run_1/final_congestion.png
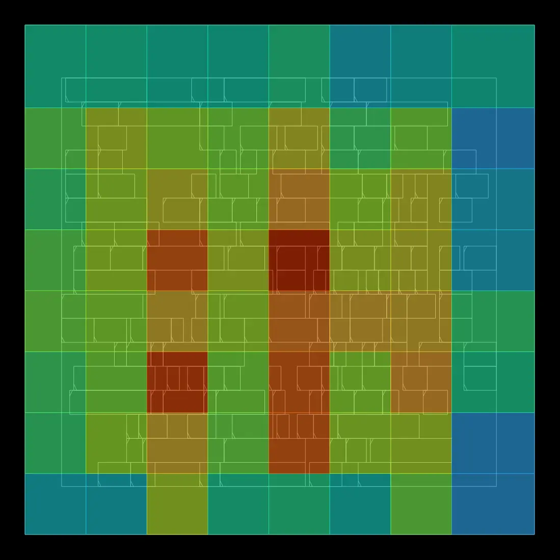
run_1/metal_stack.png
Scale bar: 20 µm. Two of the layers only.
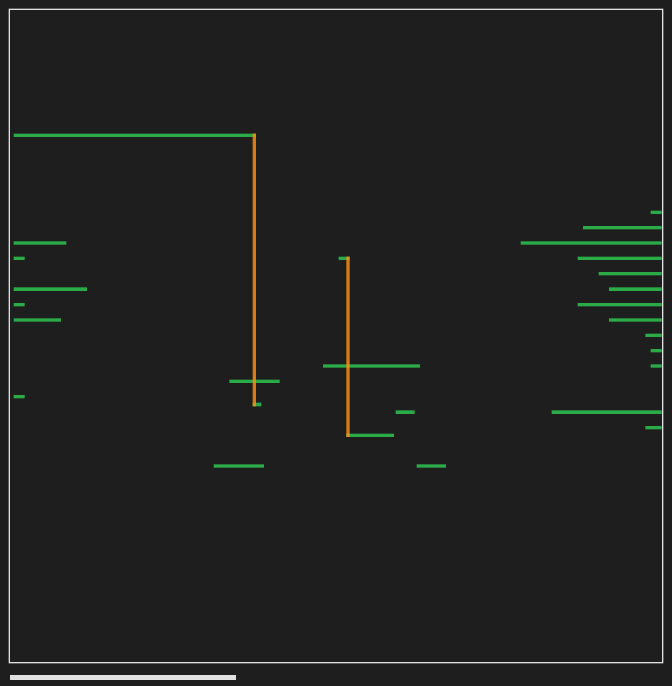
run_1/zoom.png
Scale bar: 5 µm. Region (33, 33) to (53, 53) µm. Cells in grey, sequential cells in the stronger grey; small squares are vias.
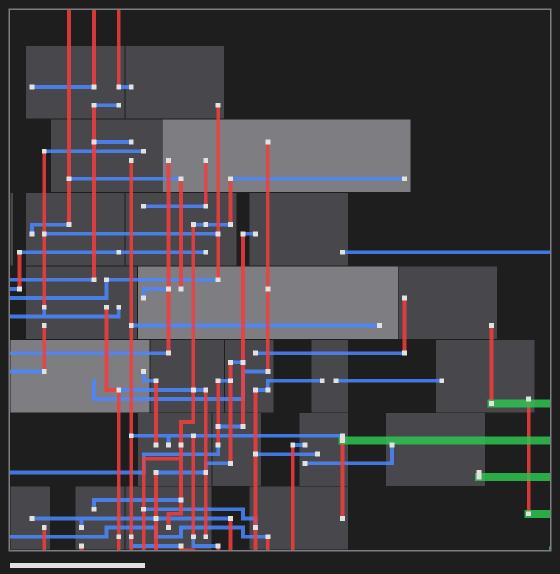
## src/rtl/ctrl_pkg.sv

```systemverilog
// Shared types and encodings for the multicycle control unit.
// Latency: none (declarations only).
// Backpressure: n/a.
// Contents: state enum, opcode constants, wbsel/pcsrc encodings, opcode legality check.
package ctrl_pkg;

  typedef enum logic [2:0] {
    ST_IDLE   = 3'd0,
    ST_FETCH  = 3'd1,
    ST_DECODE = 3'd2,
    ST_EXEC   = 3'd3,
    ST_MEM    = 3'd4,
    ST_WB     = 3'd5,
    ST_TRAP   = 3'd6
  } state_t;

  localparam logic [6:0] OP_I   = 7'b0010011;
  localparam logic [6:0] OP_R   = 7'b0110011;
  localparam logic [6:0] OP_S   = 7'b0100011;
  localparam logic [6:0] OP_L   = 7'b0000011;
  localparam logic [6:0] OP_B   = 7'b1100011;
  localparam logic [6:0] OP_JAL = 7'b1101111;

  localparam logic [1:0] WB_ALU = 2'b00;
  localparam logic [1:0] WB_MEM = 2'b01;
  localparam logic [1:0] WB_PC4 = 2'b10;

  localparam logic [1:0] PC_PLUS4  = 2'b00;
  localparam logic [1:0] PC_BRANCH = 2'b01;
  localparam logic [1:0] PC_JAL    = 2'b10;

  // Only BEQ/BNE are implemented among the B-type funct3 values.
  function automatic logic op_legal(input logic [6:0] op, input logic [2:0] f3,
                                    input logic br_en, input logic jal_en);
    logic ok;
    ok = 1'b0;
    case (op)
      OP_I, OP_R, OP_S, OP_L: ok = 1'b1;
      OP_B:                   ok = br_en && (f3 == 3'b000 || f3 == 3'b001);
      OP_JAL:                 ok = jal_en;
      default:                ok = 1'b0;
    endcase
    return ok;
  endfunction

endpackage

```

## src/rtl/wait_timer.sv

```systemverilog
// Memory-wait watchdog: counts consecutive not-ready cycles, flags expiry on the last allowed one.
// Latency: expired is combinational from the current count and enable.
// Backpressure: none; clear has priority, count saturates at TIMEOUT_CYCLES.
// Ports: clk, rst_n (async low), clear, enable (waiting this cycle), expired.
module wait_timer
  import ctrl_pkg::*;
#(
  parameter int TIMEOUT_CYCLES = 16
) (
  input  logic clk,
  input  logic rst_n,
  input  logic clear,
  input  logic enable,
  output logic expired
);

  localparam int CW = $clog2(TIMEOUT_CYCLES + 1);
  localparam logic [CW-1:0] MAX_CNT  = CW'(TIMEOUT_CYCLES);
  localparam logic [CW-1:0] LAST_CNT = CW'(TIMEOUT_CYCLES - 1);

  logic [CW-1:0] count;

  always_ff @(posedge clk or negedge rst_n) begin
    if (!rst_n) begin
      count <= '0;
    end else if (clear) begin
      count <= '0;
    end else if (enable && count != MAX_CNT) begin
      count <= count + CW'(1);
    end
  end

  // Already waited TIMEOUT_CYCLES-1 cycles and still not ready: this one would reach the limit.
  assign expired = enable && (count >= LAST_CNT);

endmodule

```

## src/rtl/control_fsm.sv

```systemverilog
// Multicycle control unit: FETCH/DECODE/EXEC/MEM/WB sequencing with sticky illegal/timeout trap.
// Latency: FETCH-to-FETCH 3 (B), 4 (R/I/S/JAL), 5 (L) cycles plus one per memory wait cycle.
// Backpressure: stalls in FETCH/MEM while imem/dmem ready is low; traps after TIMEOUT_CYCLES.
// Ports: clk_i, rst_ni, opcode_i/funct3_i/zero_i, imem/dmem ready in; fetch/memory/datapath
//        controls, sticky illegal_o/timeout_o and state_o out.
module control_fsm
  import ctrl_pkg::*;
#(
  parameter bit SUPPORT_BRANCH = 1'b1,
  parameter bit SUPPORT_JAL    = 1'b1,
  parameter int TIMEOUT_CYCLES = 16
) (
  input  logic       clk_i,
  input  logic       rst_ni,
  input  logic [6:0] opcode_i,
  input  logic [2:0] funct3_i,
  input  logic       zero_i,
  input  logic       imem_ready_i,
  input  logic       dmem_ready_i,
  output logic       imem_req_o,
  output logic       ir_write_o,
  output logic       dmem_req_o,
  output logic       memread_o,
  output logic       memwrite_o,
  output logic       regwrite_o,
  output logic       alusrc_o,
  output logic [1:0] wbsel_o,
  output logic       pc_write_o,
  output logic [1:0] pcsrc_o,
  output logic       illegal_o,
  output logic       timeout_o,
  output logic [2:0] state_o
);

  state_t     state;
  logic [6:0] op_q;
  logic [2:0] f3_q;
  logic       illegal_q;
  logic       timeout_q;
  logic       waiting;
  logic       expired;
  logic       taken;

  // A wait cycle is any FETCH/MEM cycle without ready; any other cycle restarts the count,
  // so the counter is always zero on entry to FETCH or MEM.
  assign waiting = (state == ST_FETCH && !imem_ready_i) ||
                   (state == ST_MEM   && !dmem_ready_i);

  wait_timer #(
    .TIMEOUT_CYCLES(TIMEOUT_CYCLES)
  ) u_wait_timer (
    .clk    (clk_i),
    .rst_n  (rst_ni),
    .clear  (!waiting),
    .enable (waiting),
    .expired(expired)
  );

  always_ff @(posedge clk_i or negedge rst_ni) begin
    if (!rst_ni) begin
      state     <= ST_IDLE;
      op_q      <= '0;
      f3_q      <= '0;
      illegal_q <= 1'b0;
      timeout_q <= 1'b0;
    end else begin
      case (state)
        ST_IDLE: state <= ST_FETCH;
        ST_FETCH: begin
          if (imem_ready_i) begin
            state <= ST_DECODE;
          end else if (expired) begin
            state     <= ST_TRAP;
            timeout_q <= 1'b1;
          end
        end
        ST_DECODE: begin
          op_q <= opcode_i;
          f3_q <= funct3_i;
          if (op_legal(opcode_i, funct3_i, SUPPORT_BRANCH, SUPPORT_JAL)) begin
            state <= ST_EXEC;
          end else begin
            state     <= ST_TRAP;
            illegal_q <= 1'b1;
          end
        end
        ST_EXEC: begin
          if (op_q == OP_B)                       state <= ST_FETCH;
          else if (op_q == OP_S || op_q == OP_L)  state <= ST_MEM;
          else                                    state <= ST_WB;
        end
        ST_MEM: begin
          if (dmem_ready_i) begin
            state <= (op_q == OP_L) ? ST_WB : ST_FETCH;
          end else if (expired) begin
            state     <= ST_TRAP;
            timeout_q <= 1'b1;
          end
        end
        ST_WB:   state <= ST_FETCH;
        ST_TRAP: state <= ST_TRAP;
        default: state <= ST_IDLE;
      endcase
    end
  end

  // Only BEQ (000) and BNE (001) reach EXEC as branches; BNE inverts the zero flag.
  assign taken = (f3_q == 3'b001) ? !zero_i : zero_i;

  always_comb begin
    imem_req_o = 1'b0;
    ir_write_o = 1'b0;
    dmem_req_o = 1'b0;
    memread_o  = 1'b0;
    memwrite_o = 1'b0;
    regwrite_o = 1'b0;
    alusrc_o   = 1'b0;
    wbsel_o    = WB_ALU;
    pc_write_o = 1'b0;
    pcsrc_o    = PC_PLUS4;
    case (state)
      ST_FETCH: begin
        imem_req_o = 1'b1;
        ir_write_o = imem_ready_i;
      end
      ST_EXEC: begin
        alusrc_o = (op_q == OP_I || op_q == OP_S || op_q == OP_L);
        if (op_q == OP_B) begin
          pc_write_o = 1'b1;
          pcsrc_o    = taken ? PC_BRANCH : PC_PLUS4;
        end
      end
      ST_MEM: begin
        dmem_req_o = 1'b1;
        memread_o  = (op_q == OP_L);
        memwrite_o = (op_q == OP_S);
        if (dmem_ready_i && op_q == OP_S) begin
          pc_write_o = 1'b1;
          pcsrc_o    = PC_PLUS4;
        end
      end
      ST_WB: begin
        regwrite_o = 1'b1;
        pc_write_o = 1'b1;
        if (op_q == OP_L) begin
          wbsel_o = WB_MEM;
        end else if (op_q == OP_JAL) begin
          wbsel_o = WB_PC4;
          pcsrc_o = PC_JAL;
        end
      end
      default: ;
    endcase
  end

  assign illegal_o = illegal_q;
  assign timeout_o = timeout_q;
  assign state_o   = state;

endmodule
```

## config.mk

```make
export PLATFORM = sky130hd
export DESIGN_NAME = control_fsm
export DESIGN_NICKNAME = d
export VERILOG_FILES = /design/src/rtl/ctrl_pkg.sv /design/src/rtl/wait_timer.sv /design/src/rtl/control_fsm.sv
export SDC_FILE = /design/constraint.sdc
export NUM_CORES = 1
export LEC_CHECK = 0
export CAP_MARGIN = 40
export CORE_MARGIN = 4
export CORE_UTILIZATION = 47
export CTS_CLUSTER_SIZE = 16
export DETAILED_ROUTE_END_ITERATION = 8
export PLACE_DENSITY = 0.76
export SYNTH_ARGS = -nofsm -noshare
export SYNTH_HDL_FRONTEND = slang
export SYNTH_SLANG_ARGS = --single-unit
```

## constraint.sdc

```tcl
create_clock -name clk_i -period 2.4 [get_ports clk_i]
set_input_delay 0.24 -clock clk_i [delete_from_list [all_inputs] [get_ports clk_i]]
set_output_delay 0.24 -clock clk_i [all_outputs]
set_load 0.005 [all_outputs]
```

==> impl_metrics.ini, run 1 <==
; synthesis and place-and-route metrics
[run_status]
status = complete, no violations

[clocking]
clkTransAtPathRegs_ns = 0.11
root_buffer = clkbuf_4
ctsHoldBuffers = 0
clock_path_buffers = 2

[critical_path]
critPathTopFamily = simple AND/OR/NAND/NOR gates
reg2reg_slack_ns = 0.51
cp_max_fo = 5
end_kind = primary output
path_cells = nand4bb_4 -> nor3_1 -> a31oi_1 -> o21ai_0 -> clkdlybuf4s50_1
r2r-start = u_wait_timer.count[1]$_DFFE_PN0P_
critPathLaunch = op_q[3]$_DFFE_PN0N_

[global_routing]
grt_max_degree = 21
grt_first_pass_wirelength_mm = 4.284
grt_pass1_vias = 1012
antenna_found_initial = 0
grt_overflow = 0

[place]
dp_cells = 169
dp_hpwl_mm = 2.057
gp_congestion = 0.7690
portBuffers = 31
dp_slack_ns = 0.3158

[finish]
design_area_um2 = 1577
fin_cells = 176
nFillCells = 175
fin_nets = 168

[synthesis]
synthDominantCellAreaShare_pct = 43.15
numSynthFlops = 20
yosys-top-cells-count = dfrtp_1 (20), mux2_2 (10), inv_1 (9), nor2_1 (9), nor3_1 (8)
synthMostInstantiatedCell = dfrtp_1
edf_count = 0
ys_seq_share_pct = 43.15
syn_nets = 127

[detailed_routing]
drtIter0Drc = 13

[timing]
finalClockPeriodUsage_pct = 95.41
fin_setup_tns_ns = 0

[floorplan]
die_x_um = 57.68
dieArea_um2 = 3326
num_rows = 17
-- final_congestion.png (at the start) --
met2 Resource Use GR: 28.55%
Routed WL per cell: 14.94 µm
met1 Use GR: 19.72%
gr usage total: 16.28%

-- metal_stack.png (at the start) --
legend:
  met3:
    colour: green
    wire_length: 124 µm
  met4:
    colour: orange
    wire_length: 39.4 µm
vias: 978
routed wire length: 2.630 mm

-- zoom.png (at the start) --
legend:
  met3:
    colour: green
  met1:
    colour: blue
  met2:
    colour: red
netlist names of flops here include: op_q (3)
sequential cells in the window: 3
most frequent: clkdlybuf4s50_1 (8), nor3_1 (4), mux2_2 (3)
cells with their middle in the window: 22

==> run 1: where the power goes <==
| group | switching, mW | total (mW) | leakage [nW] | internal [mW] |
|---|---|---|---|---|
| Combinational | 0.313 | 0.745 | 0.373 | 0.432 |
| Clock | 0.0957 | 0.154 | 0.0138 | 0.0583 |
| Sequential | 0.106 | 0.570 | 0.240 | 0.464 |
| Total | 0.515 | 1.47 | 0.627 | 0.954 |
==> run 1: layout make-up <==
cell class	instances	area [µm²]	share of cell area, %
repair buffers	39	370.4	23.49
multi-input cells	77	611.8	38.81
clock buffers	3	22.52	1.429
flip-flops and latches	20	503.0	31.90
well taps	28	35.03	2.222
inverters	9	33.78	2.143
==> run 1: cell usage in the layout, fill, tap and decap left out, drive strengths merged, types with 3 or more instances in the layout <==
master / count
a21oi: 4
buf: 8
clkbuf: 3
clkdlybuf4s50: 31
dfrtp: 20
ha: 3
inv: 9
mux2: 10
nand2b: 3
nand3: 3
nor2: 9
nor3: 9
xnor2: 3
==> run 1: layer usage <==
metal  part of all wire [%]  up-vias  global-route usage [%]
li1                       -      479                       -
met1                     44      463                   19.72
met2                     50       32                   28.55
met3                    4.7        4                   3.118
met4                    1.5        0                   5.960
met5                      0        -                       0
==> run 1: registers in the layout, indices dropped and copies added (netlist names) <==
| register | cells |
|---|---|
| illegal_o | 1 |
| u_wait_timer.count | 5 |
| timeout_o | 1 |
| f3_q | 3 |
| state_o | 3 |
| op_q | 7 |
==> run 1: cell families after synthesis <==
group	count (synthesis)	share of synthesized area, %
DFF	20	43.15
muxes	11	10.57
AOI/OAI and AO/OA	19	12.84
and+or+nand+nor	40	22.76
buffers and inverters	12	4.422
xor gates and xnor gates	4	3.021
adders and majority gates	3	3.237
==> run 1 -> run 2 <==
Settings changed: CORE_MARGIN 4 to default, SLEW_MARGIN from default to 0.
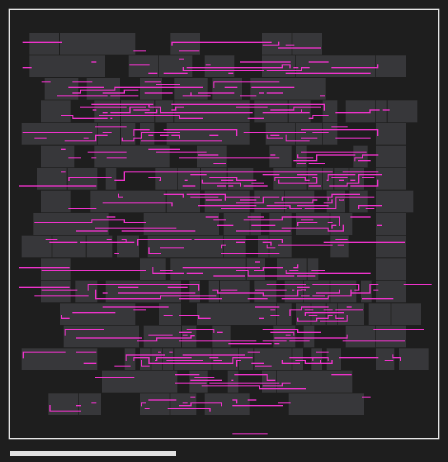
run_2/met1.png
Scale bar: 20 µm. Cells faint in the background.
main direction: horizontal
wire length on this layer: 1250 µm
share of all routed wire: 48%
longest straight run: 25.1 µm
nets with wire on the layer: 143

==> run 2 against run 1 <==
Critical path depth up 1. Power down 0.33%. Cell count down 0.57%. Clock power about the same. Largest cell class unchanged. Highest routed layer unchanged. Fmax up 1.2%.
==> impl_metrics.ini, run 2 <==
; synthesis and place-and-route metrics
[run_status]
status = complete, no violations

[finish]
reg_top3 = op_q: 7 flops, u_wait_timer.count: 5 flops
layout_top_cell = clkdlybuf4s50_1
largest_reg_flops = 7

[synthesis]
synthMostInstantiatedCell = dfrtp_1
aoi_share_pct = 12.84
yosys-top-cells-count = dfrtp_1 (20), mux2_2 (10), inv_1 (9), nor2_1 (9), nor3_1 (8)
syn_nets = 127
ys_sh_xor_pct = 3.020
ys_seq_share_pct = 43.15
mux_area_share_pct = 10.57

[global_routing]
use_met3_pct = 2.047
grt_first_pass_wirelength_mm = 4.436
grt_overflow = 0
grt_pass1_vias = 935
grt_max_degree = 21
top_usage_layer = met2

[place]
dp_hpwl_mm = 2.007
gp_congestion = 0.8269
portBuffers = 31
dp_cells = 169
dp_slack_ns = 0.3207

[clocking]
ctsHoldBuffers = 0
root_buffer = clkbuf_4
clkTransAtPathRegs_ns = 0.10
clock_path_buffers = 2

[critical_path]
r2r-start = u_wait_timer.count[1]$_DFFE_PN0P_
path_cells = buf_4 -> nand2b_1 -> or2_4 -> inv_1 -> and3_1 -> clkdlybuf4s50_1
cp_max_fo = 10
critPathTopFamily = buffers and inverters
end_kind = primary output
reg2reg_slack_ns = 0.53

[detailed_routing]
drt-total-wl_mm = 2.592
wl_per_cell_um = 14.81

[power]
power.sequential.fraction_pct = 40.4
p_clk_share_pct = 10.4
p_comb_share_pct = 49.2
netSwitchingFraction_pct = 35.71
p_switching_uw = 522.9
## run 2: how the worst min path moves through the flow
stage | start | to | slack, ns
after detailed placement | illegal_o$_DFFE_PN0P_ | illegal_o$_DFFE_PN0P_ | 0.46
after CTS | rst_ni | f3_q[0]$_DFFE_PN0N_ | 0.27
final | rst_ni | u_wait_timer.count[0]$_DFFE_PN0P_ | 0.27
after global placement | illegal_o$_DFFE_PN0P_ | illegal_o$_DFFE_PN0P_ | 0.45
after global routing | rst_ni | u_wait_timer.count[1]$_DFFE_PN0P_ | 0.28
after floorplan | rst_ni | f3_q[0]$_DFFE_PN0N_ | -0.06
## run 2: kinds of logic after synthesis
kind of cell / Yosys count
multiplexers: 11
buffers and inverters: 12
AND/OR/NAND/NOR: 40
adder cells (fa/ha/maj): 3
AND-OR/OR-AND: 19
flip-flops: 20
XOR/XNOR: 4
## run 2: power by group through the flow
stage                     logic [mW]  clock network, mW  registers, mW
after floorplan                0.437                  0          0.563
after global placement         0.652                  0          0.585
after detailed placement       0.679                  0          0.596
after CTS                      0.683              0.160          0.590
after global routing           0.786              0.176          0.610
final                          0.721              0.152          0.591
## run 2: layer usage
| metal | part of all wire, % | vias to the layer above |
|---|---|---|
| li1 | - | 482 |
| met1 | 48 | 479 |
| met2 | 48 | 32 |
| met3 | 3.7 | 2 |
| met4 | 0.46 | 0 |
| met5 | 0 | - |
## run 2: timing repair
| action | CTS | global route |
|---|---|---|
| resized | 1 | 5 |
| endpoints found under the setup margin | 2 | 2 |
| buffers inserted | 0 | 3 |
| gates cloned | 0 | 0 |
| hold endpoints to repair | 0 | 0 |
## run 2: layout make-up
cell class,instances,share of cell area [%]
Clock buffer,3,1.429
Inverter,9,2.143
Multi-Input combinational cell,77,39.13
Sequential cell,20,31.90
Tap cell,28,2.222
Timing Repair Buffer,38,23.17
==> run 2 -> run 3 <==
Settings changed: PLACE_DENSITY 0.76 to 0.78.
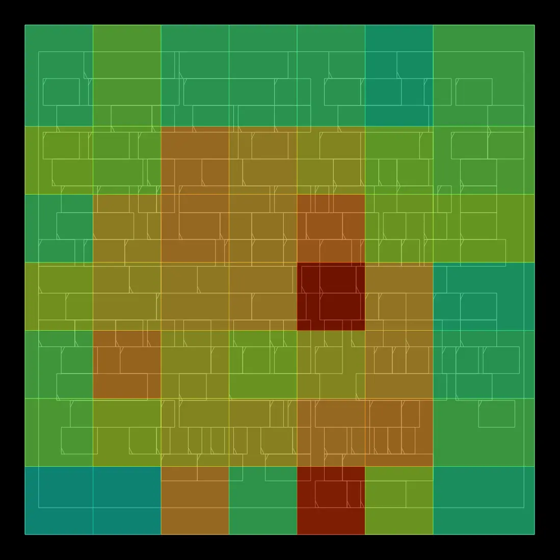
run_3/final_congestion.png
Final Util: 70.04%
gr usage total: 22.24%
met1 Use GR: 30.39%
gr busiest metal: met2

==> run 3 against run 2 <==
Flip-flop count unchanged. Power increased by 5.1%. Wire length decreased by 2.8%. Clock skew increased by 0.0021 ns. Sequential share of layout area decreased by 0.35 points. Cell area increased by 1.1%. Clock power increased by 82%. Register-to-register slack about the same. Largest cell class unchanged. Largest power group unchanged.
==> impl_metrics.ini, run 3 <==
; synthesis and place-and-route metrics
[finish]
layout_top_cell = clkdlybuf4s50_1
nClkBuffers = 3
buf_share_pct = 21.51
design_area_um2 = 1594
n_all_inverters = 9
ff_count = 20
fin_cells = 173
fin_nets = 164
area_delta_synth_final_pct = 37.43
clkCellAreaFrac_pct = 3.297
largest_reg_flops = 7
sh_comb_area_pct = 39.32
seq_share_pct = 31.55
buffers = 35
reg_top3 = op_q: 7 flops, u_wait_timer.count: 5 flops
largest_cell_class = combinational gates
logic_gates = 77

[run_status]
status = complete, no violations

[timing]
finalMaxSlewViolations = 0
fin_setup_tns_ns = 0
tightest_slew_ns = 0.5338
finalSetupViolations = 0
fmax_mhz = 439.2
rsz0062_at_grt = false
clock_skew_ns = 0.005823

[synthesis]
simple_gate_area_share_pct = 22.76
top_area_cell = dfrtp_1
ys_top_logic_family = simple AND/OR/NAND/NOR gates
yosys_warnings = 0
async_reset_ff_share_pct = 100.0
topCellsByArea = dfrtp_1 (43%), mux2_2 (9.7%), nor3_1 (3.5%)
yosys-top-cells-count = dfrtp_1 (20), mux2_2 (10), inv_1 (9), nor2_1 (9), nor3_1 (8)
ys_seq_share_pct = 43.15
edf_count = 0
mux_area_share_pct = 10.57
syn_nets = 127
syn_inst = 109
synthMostInstantiatedCell = dfrtp_1
ys_area_um2 = 1160
ys_sh_xor_pct = 3.020
synthAdderAreaFrac_pct = 3.236
aoi_share_pct = 12.84

[clocking]
root_buffer = clkbuf_4
insertion_delay_ns = 0.30
clkTransAtPathRegs_ns = 0.12
ctsHoldBuffers = 0
clock_path_buffers = 2

[detailed_routing]
drc = 0
drt_pre_antenna_iters = 4
drt-total-wl_mm = 2.519
wl_per_cell_um = 14.56

[floorplan]
die_y_um = 51.68
n_tap_cell = 28
core_um2 = 2276

[critical_path]
cp.depth = 3
r2r_end = state_o[0]$_DFF_PN0_
reg2reg_slack_ns = 0.53
end_kind = primary output
cp_max_fo = 5
critPathLaunch = op_q[3]$_DFFE_PN0N_
r2r-start = u_wait_timer.count[1]$_DFFE_PN0P_
critPathTopFamily = buffers and inverters
crit_arrival_ns = 2.04
path_buffers = 1
path_cells = nand4bb_4 -> a2111oi_0 -> clkdlybuf4s50_1

[place]
dp_cells = 168
dp_slack_ns = 0.3204
dp_hpwl_mm = 1.892
portBuffers = 31
gp_congestion = 0.8381

[global_routing]
grt_overflow = 0
grt_max_degree = 21
grt_first_pass_wirelength_mm = 4.326
grt_pass1_vias = 975

[job]
warnings = 27

[power]
ir_drop_mv = 0.7112
[run 3: power by group]
part / internal (mW) / leakage, nW / switching (mW)
Sequential: 0.464 / 0.241 / 0.135
Combinational: 0.389 / 0.373 / 0.276
Clock: 0.169 / 0.0279 / 0.107
Total: 1.02 / 0.642 / 0.518
[run 3: logic make-up (layout without fill, tap and decap cells)]
| family | after synthesis | count (layout) |
|---|---|---|
| XOR/XNOR | 4 | 4 |
| AND/OR/NAND/NOR | 40 | 40 |
| AND-OR/OR-AND | 19 | 19 |
| buffers and inverters | 12 | 48 |
| multiplexers | 11 | 11 |
| flip-flops | 20 | 20 |
| adder cells (fa/ha/maj) | 3 | 3 |
[run 3: worst min path at each step]
stage / startpoint / end / slack [ns] / depth (start not counted)
after floorplan: rst_ni / f3_q[0]$_DFFE_PN0N_ / -0.06 / 0
after detailed placement: timeout_o$_DFFE_PN0P_ / timeout_o$_DFFE_PN0P_ / 0.47 / 1
after global placement: illegal_o$_DFFE_PN0P_ / illegal_o$_DFFE_PN0P_ / 0.46 / 1
final: rst_ni / state_o[0]$_DFF_PN0_ / 0.26 / 2
after global routing: rst_ni / f3_q[1]$_DFFE_PN0N_ / 0.27 / 2
after CTS: rst_ni / state_o[1]$_DFF_PN0_ / 0.26 / 2
[run 3: what timing repair did]
item,CTS,global route
resized,1,6
setup endpoints to repair,2,3
setup buffers,1,0
[run 3: routing by layer]
| metal | GRT usage, % | routed length [µm] | vias up |
|---|---|---|---|
| met5 | 0 | 0 | - |
| met4 | 12.16 | 37 | 0 |
| met3 | 2.047 | 134 | 4 |
| met2 | 34.63 | 1180 | 39 |
| met1 | 30.39 | 1167 | 461 |
| li1 | - | - | 475 |

==> layout pictures side by side <==
Routed metal per tile.
image #1
The die is cut into 10 by 10 equal tiles; white is low, dark blue is high, scaled to the fullest tile. Values are wire area over tile area, all layers added.
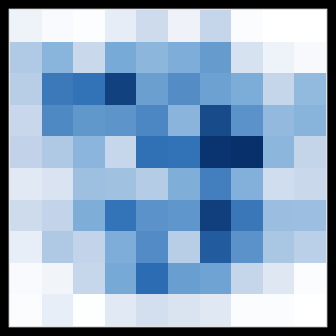
image #2
The die is cut into 12 by 12 equal tiles; white is low, dark blue is high, scaled to the fullest tile. Values are wire area over tile area, all layers added.
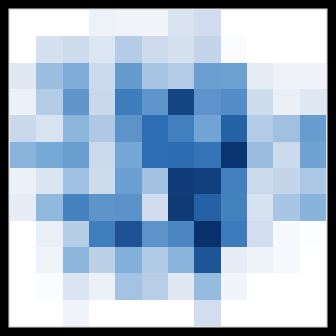
image #1: run 2
image #2: run 1

Power and IR drop assume default switching activity.
